### Where the registers sit, run 1

Drawn at 3 px/µm.
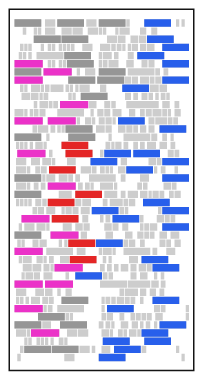
### Routing congestion map, run 1

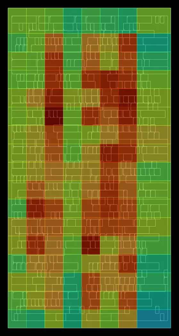
### Clock distribution, run 1

Drawn at 4 px/µm.
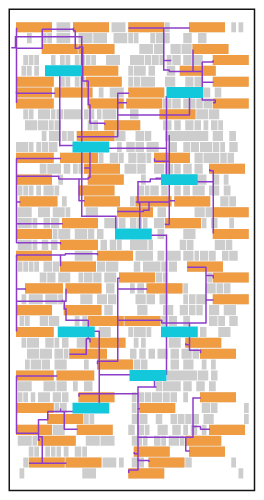
File: src/rtl/calibration_stimulus.sv
// calibration_stimulus: phase/frame-grabber stimulus source and trigger delay/width meter
// Optional feature macro: CALIB_STIM_WIDTH_MEAS_EN (enables trigger width measurement)
// Ports:
//   clock, reset        - system clock, async active-high reset
//   start_signal        - level start request, sampled only in IDLE
//   trigger_in          - returned trigger, synchronous to clock
//   phase_signal        - free-running phase reference square wave
//   fg_signal           - frame-grabber pulse, FG_LEN clocks per start
//   busy                - high whenever not IDLE
//   measure_valid       - one-cycle pulse when measure_delay/trigger_width update
//   measure_delay       - clocks from last phase rise to trigger rise (saturating)
//   trigger_width       - trigger high time in clocks (saturating, 0 without the macro)
//   timeout_error       - sticky until reset or next accepted start
module calibration_stimulus #(
    parameter int PHASE_PERIOD   = 200,
    parameter int PHASE_HIGH     = 100,
    parameter int FG_LEN         = 50,
    parameter int TIMEOUT_CYCLES = 1_000_000
) (
    input  logic        clock,
    input  logic        reset,
    input  logic        start_signal,
    input  logic        trigger_in,
    output logic        phase_signal,
    output logic        fg_signal,
    output logic        busy,
    output logic        measure_valid,
    output logic [15:0] measure_delay,
    output logic [15:0] trigger_width,
    output logic        timeout_error
);
    localparam int PW = (PHASE_PERIOD > 2) ? $clog2(PHASE_PERIOD) : 1;

    typedef enum logic [2:0] {IDLE, FG_PULSE, WAIT_TRIGGER, MEASURE_WIDTH, REPORT} state_t;

    state_t        state;
    logic [PW-1:0] ph_cnt;
    logic [15:0]   phase_age;
    logic [31:0]   cnt;
    logic          trig_prev;
    logic          phase_next;
    logic          rise;

    assign phase_next = ph_cnt < PW'(PHASE_HIGH);
    assign rise       = trigger_in && !trig_prev;
    assign busy       = state != IDLE;

    always_ff @(posedge clock or posedge reset) begin
        if (reset) begin
            state         <= IDLE;
            ph_cnt        <= '0;
            phase_signal  <= 1'b0;
            phase_age     <= 16'hFFFF;
            trig_prev     <= 1'b0;
            cnt           <= '0;
            fg_signal     <= 1'b0;
            measure_valid <= 1'b0;
            measure_delay <= '0;
            trigger_width <= '0;
            timeout_error <= 1'b0;
        end else begin
            ph_cnt        <= (ph_cnt == PW'(PHASE_PERIOD - 1)) ? '0 : ph_cnt + 1'b1;
            phase_signal  <= phase_next;
            // age restarts so it reads 0 during the first high cycle of the phase wave
            phase_age     <= (phase_next && !phase_signal) ? '0 :
                             (phase_age == 16'hFFFF) ? phase_age : phase_age + 1'b1;
            trig_prev     <= trigger_in;
            measure_valid <= 1'b0;
            case (state)
                IDLE: if (start_signal) begin
                    state         <= FG_PULSE;
                    cnt           <= '0;
                    timeout_error <= 1'b0;
                    fg_signal     <= 1'b1;
                end
                FG_PULSE: begin
                    // cnt keeps running from pulse start so the trigger timeout includes the pulse
                    cnt <= cnt + 1'b1;
                    if (cnt == 32'(FG_LEN - 1)) begin
                        fg_signal <= 1'b0;
                        state     <= WAIT_TRIGGER;
                    end
                end
                WAIT_TRIGGER: if (rise) begin
                    measure_delay <= phase_age;
`ifdef CALIB_STIM_WIDTH_MEAS_EN
                    cnt           <= 32'd1;
                    state         <= MEASURE_WIDTH;
`else
                    // without width measurement the result is ready right after the rise
                    measure_valid <= 1'b1;
                    state         <= REPORT;
`endif
                end else if (cnt >= 32'(TIMEOUT_CYCLES)) begin
                    timeout_error <= 1'b1;
                    state         <= IDLE;
                end else begin
                    cnt <= cnt + 1'b1;
                end
`ifdef CALIB_STIM_WIDTH_MEAS_EN
                MEASURE_WIDTH: if (!trigger_in) begin
                    trigger_width <= (|cnt[31:16]) ? 16'hFFFF : cnt[15:0];
                    state         <= REPORT;
                end else if (cnt >= 32'(TIMEOUT_CYCLES)) begin
                    timeout_error <= 1'b1;
                    state         <= IDLE;
                end else begin
                    cnt <= cnt + 1'b1;
                end
`endif
                REPORT: begin
`ifdef CALIB_STIM_WIDTH_MEAS_EN
                    measure_valid <= 1'b1;
`endif
                    state <= IDLE;
                end
                default: state <= IDLE;
            endcase
        end
    end
endmodule

File: config.mk
export PLATFORM = sky130hd
export DESIGN_NAME = calibration_stimulus
export DESIGN_NICKNAME = d
export VERILOG_FILES = /design/src/rtl/calibration_stimulus.sv
export SDC_FILE = /design/constraint.sdc
export NUM_CORES = 1
export LEC_CHECK = 0
export ABC_AREA = 0
export CORE_ASPECT_RATIO = 2
export CORE_UTILIZATION = 60
export CTS_CLUSTER_SIZE = 24
export DETAILED_ROUTE_END_ITERATION = 8
export GPL_ROUTABILITY_DRIVEN = 0
export PLACE_DENSITY_LB_ADDON = 0.1
export SLEW_MARGIN = 20
export SYNTH_ARGS = -nofsm -noshare
export SYNTH_HDL_FRONTEND = slang
export SYNTH_SLANG_ARGS = --single-unit
File: constraint.sdc
create_clock -name clock -period 4.7 [get_ports clock]
set_clock_uncertainty 0.1 [all_clocks]
set_input_delay 0.47 -clock clock [delete_from_list [all_inputs] [get_ports clock]]
set_output_delay 0.47 -clock clock [all_outputs]
set_load 0.005 [all_outputs]
==> run notes, run 1 <==
Physical design

The run finished with clean final reports. The biggest area contributor in the post-synthesis netlist is sky130_fd_sc_hd__dfrtp_1. The pin closest to its max-slew limit shows a slew of 1.10 ns. The standard-cell row count stands at 42. The report shows a maximum critical-path fanout of 34. Of the available clock period, the critical path in the final layout requires 0.742.

The number of tap instances stands at roughly 88. The final hold violation count recorded for this run is 0. For hold timing, the worst endpoint is ph_cnt[0]$_DFF_PP0_.

The worst setup path is of the reg -> reg kind. The path class of the tightest hold or removal check is reg -> reg. The internal power of the cells totals 1200 µW. According to the floorplan report, the die width is 61.0 µm.

The final report lists the setup-violating endpoint count as 0. The power report attributes to the combinational group a share of 0.110. TritonCTS built the clock tree. The share of async-settable or async-resettable flops after synthesis stands at 1.00. The most common logic cell in the final layout is sky130_fd_sc_hd__nand2_1. Synthesis inferred 80 register bits.

The area of the mapped netlist stands at between 4000 and 5000 µm². The total clock buffers created by CTS stands at 9. Setup repair after global routing left no endpoint under its margin. The number of global-route vias before repair is 3305. The number of setup buffers added after CTS is 0. The share of the core filled by cells before placement stands at 0.625. Measured on the finished design, the core utilization comes to 0.702. The share of the Yosys chip area taken by registers is 0.485.

STA classifies the critical path endpoint as a flop. The sequential share of power stands at 0.479. For reference, the critical path is launched at cnt[7]$_DFFE_PP0P_. The register with the most flip-flops in the final layout is cnt. The clock slew seen by the registers of the worst setup and hold paths stands at 0.06 ns. The routed design shows a via density per instance of slightly above 6. The core region area stands at 6670 µm². According to the timing report, the critical path is captured at cnt[14]$_DFFE_PP0P_. By instance count, the leading cell after synthesis is sky130_fd_sc_hd__nand2_1.

In this run the full chip footprint comes out at around 7300 µm². The data arrival time reported for the critical path is 3.56 ns. The chip height stands at 120 µm. The layout overhead on the synthesized area stands at 12.4%. In this run the power density over the cells is between 300 and 400 nW/µm².

The final number of max-transition violations stands at 0. After detailed placement, the total cell area comes to about 4400 µm². There are approximately 80 flip-flops and latches.

The area of the synthesized netlist per yosys stat stands at 4170 µm². During I/O placement, the number of pins put on the boundary was roughly 41. In this run the top signal layer used is met4. Leaving out the clock tree, the finished layout contains a buffer count of 28. Ranked by total area, the top cell class in this layout is sequential cells.

On the final layout, the worst hold slack is 0.369 ns.
## Picture notes: 'Where the registers sit'
- blue: `cnt` (placed flops 32)
- red: `ph_cnt` (placed flops 8)
- magenta: `phase_age` (placed flops 16)
flop share of the area: 0.431
sequential power: 779 µW
Reg area: 2020 µm²

## Picture notes: 'Routing congestion map'
met1 Use GR: 0.292
met2 track demand over resource in global routing: 0.504
wire per inst: 16.6 µm
aggregate global-route resource usage: 0.279
GRT busiest layer: met2

## Picture notes: 'Clock distribution'
- cyan: clock-net drivers (count 9)
- purple: clock wires (length 987 µm)
- orange: flip-flops (count 80)
- flops lie: all over the die
insertion delay to the later sink of the worst-skew pair: 0.33 ns
clock network power consumption: 670 µW
part of the power in the clock network: 0.411

==> run 1: critical path, cell delays in order (launching register included) <==
cell and delay (ns):
sky130_fd_sc_hd__dfrtp_1 0.49, sky130_fd_sc_hd__o31ai_1 0.11, sky130_fd_sc_hd__a311oi_1 0.57, sky130_fd_sc_hd__o31a_1 0.95, sky130_fd_sc_hd__nand2b_1 0.88, sky130_fd_sc_hd__o21ai_0 0.21
==> run 1: layer usage <==
metal,vias up,global-route usage
li1,1661,-
met1,1709,0.292
met2,96,0.504
met3,24,0.0496
met4,0,0.138
met5,-,0
==> run 1: cells by family after synthesis <==
logic type	count (synthesis)	synth area share
other	1	0.000899
xor gates and xnor gates	17	0.0357
DFF	80	0.485
and+or+nand+nor	205	0.247
buffers and inverters	50	0.0609
adders and majority gates	5	0.0150
AOI/OAI and AO/OA	104	0.156
### Signal wires by layer, run 1

Drawn at 3 px/µm.
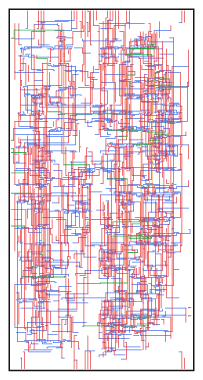

==> inputs of run 2 (changes only) <==
- CORE_UTILIZATION: 60 -> 52
- clock period: 4.7 -> 2.85 ns (I/O delays scaled with it)
### Signal wires by layer, run 2

Drawn at 3 px/µm.
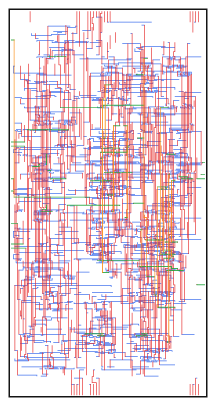
- green: M3 (wire length 285 µm)
- orange: M4 (wire length 471 µm)
- blue: M1 (wire length 3680 µm)
- red: M2 (wire length 5630 µm)

### Clock distribution, run 2

Drawn at 4 px/µm.
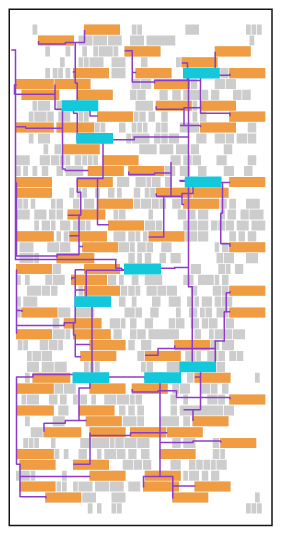
- purple: clock wires (length 999 µm)
- orange: flip-flops (count 80)
- cyan: clock-net drivers (count 9)
- routed clock nets: 10
clock network power consumption: 1180 µW
part of the power in the clock network: 0.423

==> run 2 against run 1 <==
Net effect: synthesized area stayed put; largest cell class unchanged; sequential cell count stayed put; first-iteration DRC count is 29% lower.
==> run notes, run 2 <==
Physical design

Result of the run: completed (unchanged). The end of the critical path is cnt[6]$_DFFE_PP0P_ (was cnt[14]$_DFFE_PP0P_). The start point of the critical path is cnt[23]$_DFFE_PP0P_ (was cnt[7]$_DFFE_PP0P_).

The area fraction of the dominant cell type after synthesis came to 0.384 (unchanged). The dominant cell by count in the synthesized netlist is sky130_fd_sc_hd__nand2_1 (unchanged). The flip-flop and latch count after synthesis stands at 80 (unchanged). The peak fanout along the critical path is 18 (was 34). The gate count of the mapped netlist stands at 462 (unchanged). The routing usage on met2 stands at 0.468 (was 0.504).

The area fraction in compound gates came to 0.156 (unchanged). The library cell contributing the largest single delay on the critical path is sky130_fd_sc_hd__or4_1 (was sky130_fd_sc_hd__o31a_1). The largest voltage drop on the vdd net came to 398 µV (was 264 µV). The critical path class is reg -> reg (unchanged).

The largest non-sequential cell family by area is simple AND/OR/NAND/NOR gates (unchanged). The total clock buffers created by CTS was 9 (unchanged). The final number of max-transition violations came to 0 (unchanged). The sequential share of power stands at 0.459 (was 0.479). The internal cell power was 2080 µW (was 1200 µW). The width of the die came to 65.3 µm (was 61.0 µm). The number of global-route vias before repair stands at 3418 (was 3305). The sequential logic power was 1280 µW (was 779 µW).

The total number of warnings across the stage logs stands at 29 (unchanged). The routed via count divided by cell count came to 5.98 (was 6.11). The slew at the pin closest to its max-slew limit stands at 0.640 ns (was 1.10 ns). The number of buffers added on ports stands at 24 (unchanged). The combined global-route utilization of all metal layers was 0.258 (was 0.279). The kind of path behind the tightest hold check is in -> async (was reg -> reg). Setup repair after global routing missed its margin: false (unchanged). The synthesized-area fraction occupied by xor and xnor cells is 0.0357 (unchanged). The family with the most delay on the worst path was simple AND/OR/NAND/NOR gates (was AND-OR/OR-AND gates). The post-CTS setup buffer count was 0 (unchanged). The register bank with the most flops was cnt (unchanged).

The clock slew seen by the registers of the worst setup and hold paths was 0.06 ns (about the same). The area enclosed by the die boundary stands at 8410 µm² (was 7310 µm²). The arrival time at the worst endpoint is 2.60 ns (was 3.56 ns). The final core area utilization stands at 0.631 (was 0.702). The chip height is 129 µm (was 120 µm). The core region area stands at 7660 µm² (was 6670 µm²). The global routing met3 resource utilization stands at 0.0567 (was 0.0496). The area of the synthesized netlist per yosys stat stands at 4170 µm² (unchanged).

The number of buffers and inverters on the critical path stands at 1 (was 0). The total stage count of the critical path was 6 (was 5). Crit-path cells: nor4_1, nand3_1, o31a_1, buf_4, or4_1, nand3_1 (was o31ai_1, a311oi_1, o31a_1, nand2b_1, o21ai_0).

The clock insertion delay at the later pin of the skew report was 0.33 ns (about the same). The fraction of the yosys area taken by sequential cells is 0.485 (unchanged). The area share of and/or/nand/nor cells after synthesis came to 0.247 (unchanged). The number of top-level pins stands at 41 (unchanged). The leading cell type in the layout, fill and taps excluded is sky130_fd_sc_hd__nand2_1 (unchanged). The cell accounting for the most synthesized area is sky130_fd_sc_hd__dfrtp_1 (unchanged). The layout overhead on the synthesized area stands at 15.8% (was 12.4%).

The internal reg-to-reg setup slack was 0.42 ns (was 1.21 ns). The top metal layer carrying routed signals was met4 (unchanged). The final-layout worst hold slack stands at 0.232 ns (was 0.369 ns). The power density of the placed cells came to 577 nW/µm² (was 347 nW/µm²). The share of the core filled by cells before placement is 0.545 (was 0.625). The power share of the combinational group stands at 0.118 (was 0.110). The multiplexer share of the synthesized area stands at 0 (unchanged). The most heavily used metal layer in global routing was met2 (unchanged). The worst stage delay on the critical path is 0.52 ns (was 0.95 ns). The clock tree from TritonCTS is built (unchanged).

The share of async-settable or async-resettable flops after synthesis stands at 1.00 (unchanged). The final number of setup-violating endpoints stands at 0 (unchanged). The final clock period utilization by the worst path stands at 0.852 (was 0.742). The category of the worst setup path capture point is a flop (unchanged).
### Routing congestion map, run 2

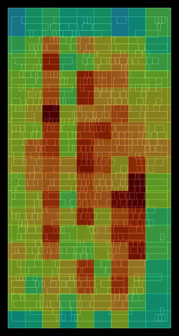
wire per inst: 17.1 µm
met1 Use GR: 0.259

run 2: cell counts after synthesis:
Identical to the previous run, type by type.
run 2: area by class of cell:
type | count | area, µm² | share of cell area
multi-input combinational | 347 | 1960 | 0.405
clock buffer | 13 | 270 | 0.0559
inverter | 12 | 46.3 | 0.00958
clock inverter | 2 | 37.5 | 0.00777
timing repair buffer | 41 | 380 | 0.0787
sequential | 80 | 2020 | 0.418
tap | 94 | 118 | 0.0243
run 2: cells by family (layout without fill, tap and decap cells):
family	Yosys count	count (layout)
simple gates	205	205
compound gates	104	104
flops	80	80
buf+inv	50	68
xor+xnor	17	17
fa+ha+maj	5	5
other cells	1	16
Power and IR drop assume default switching activity.
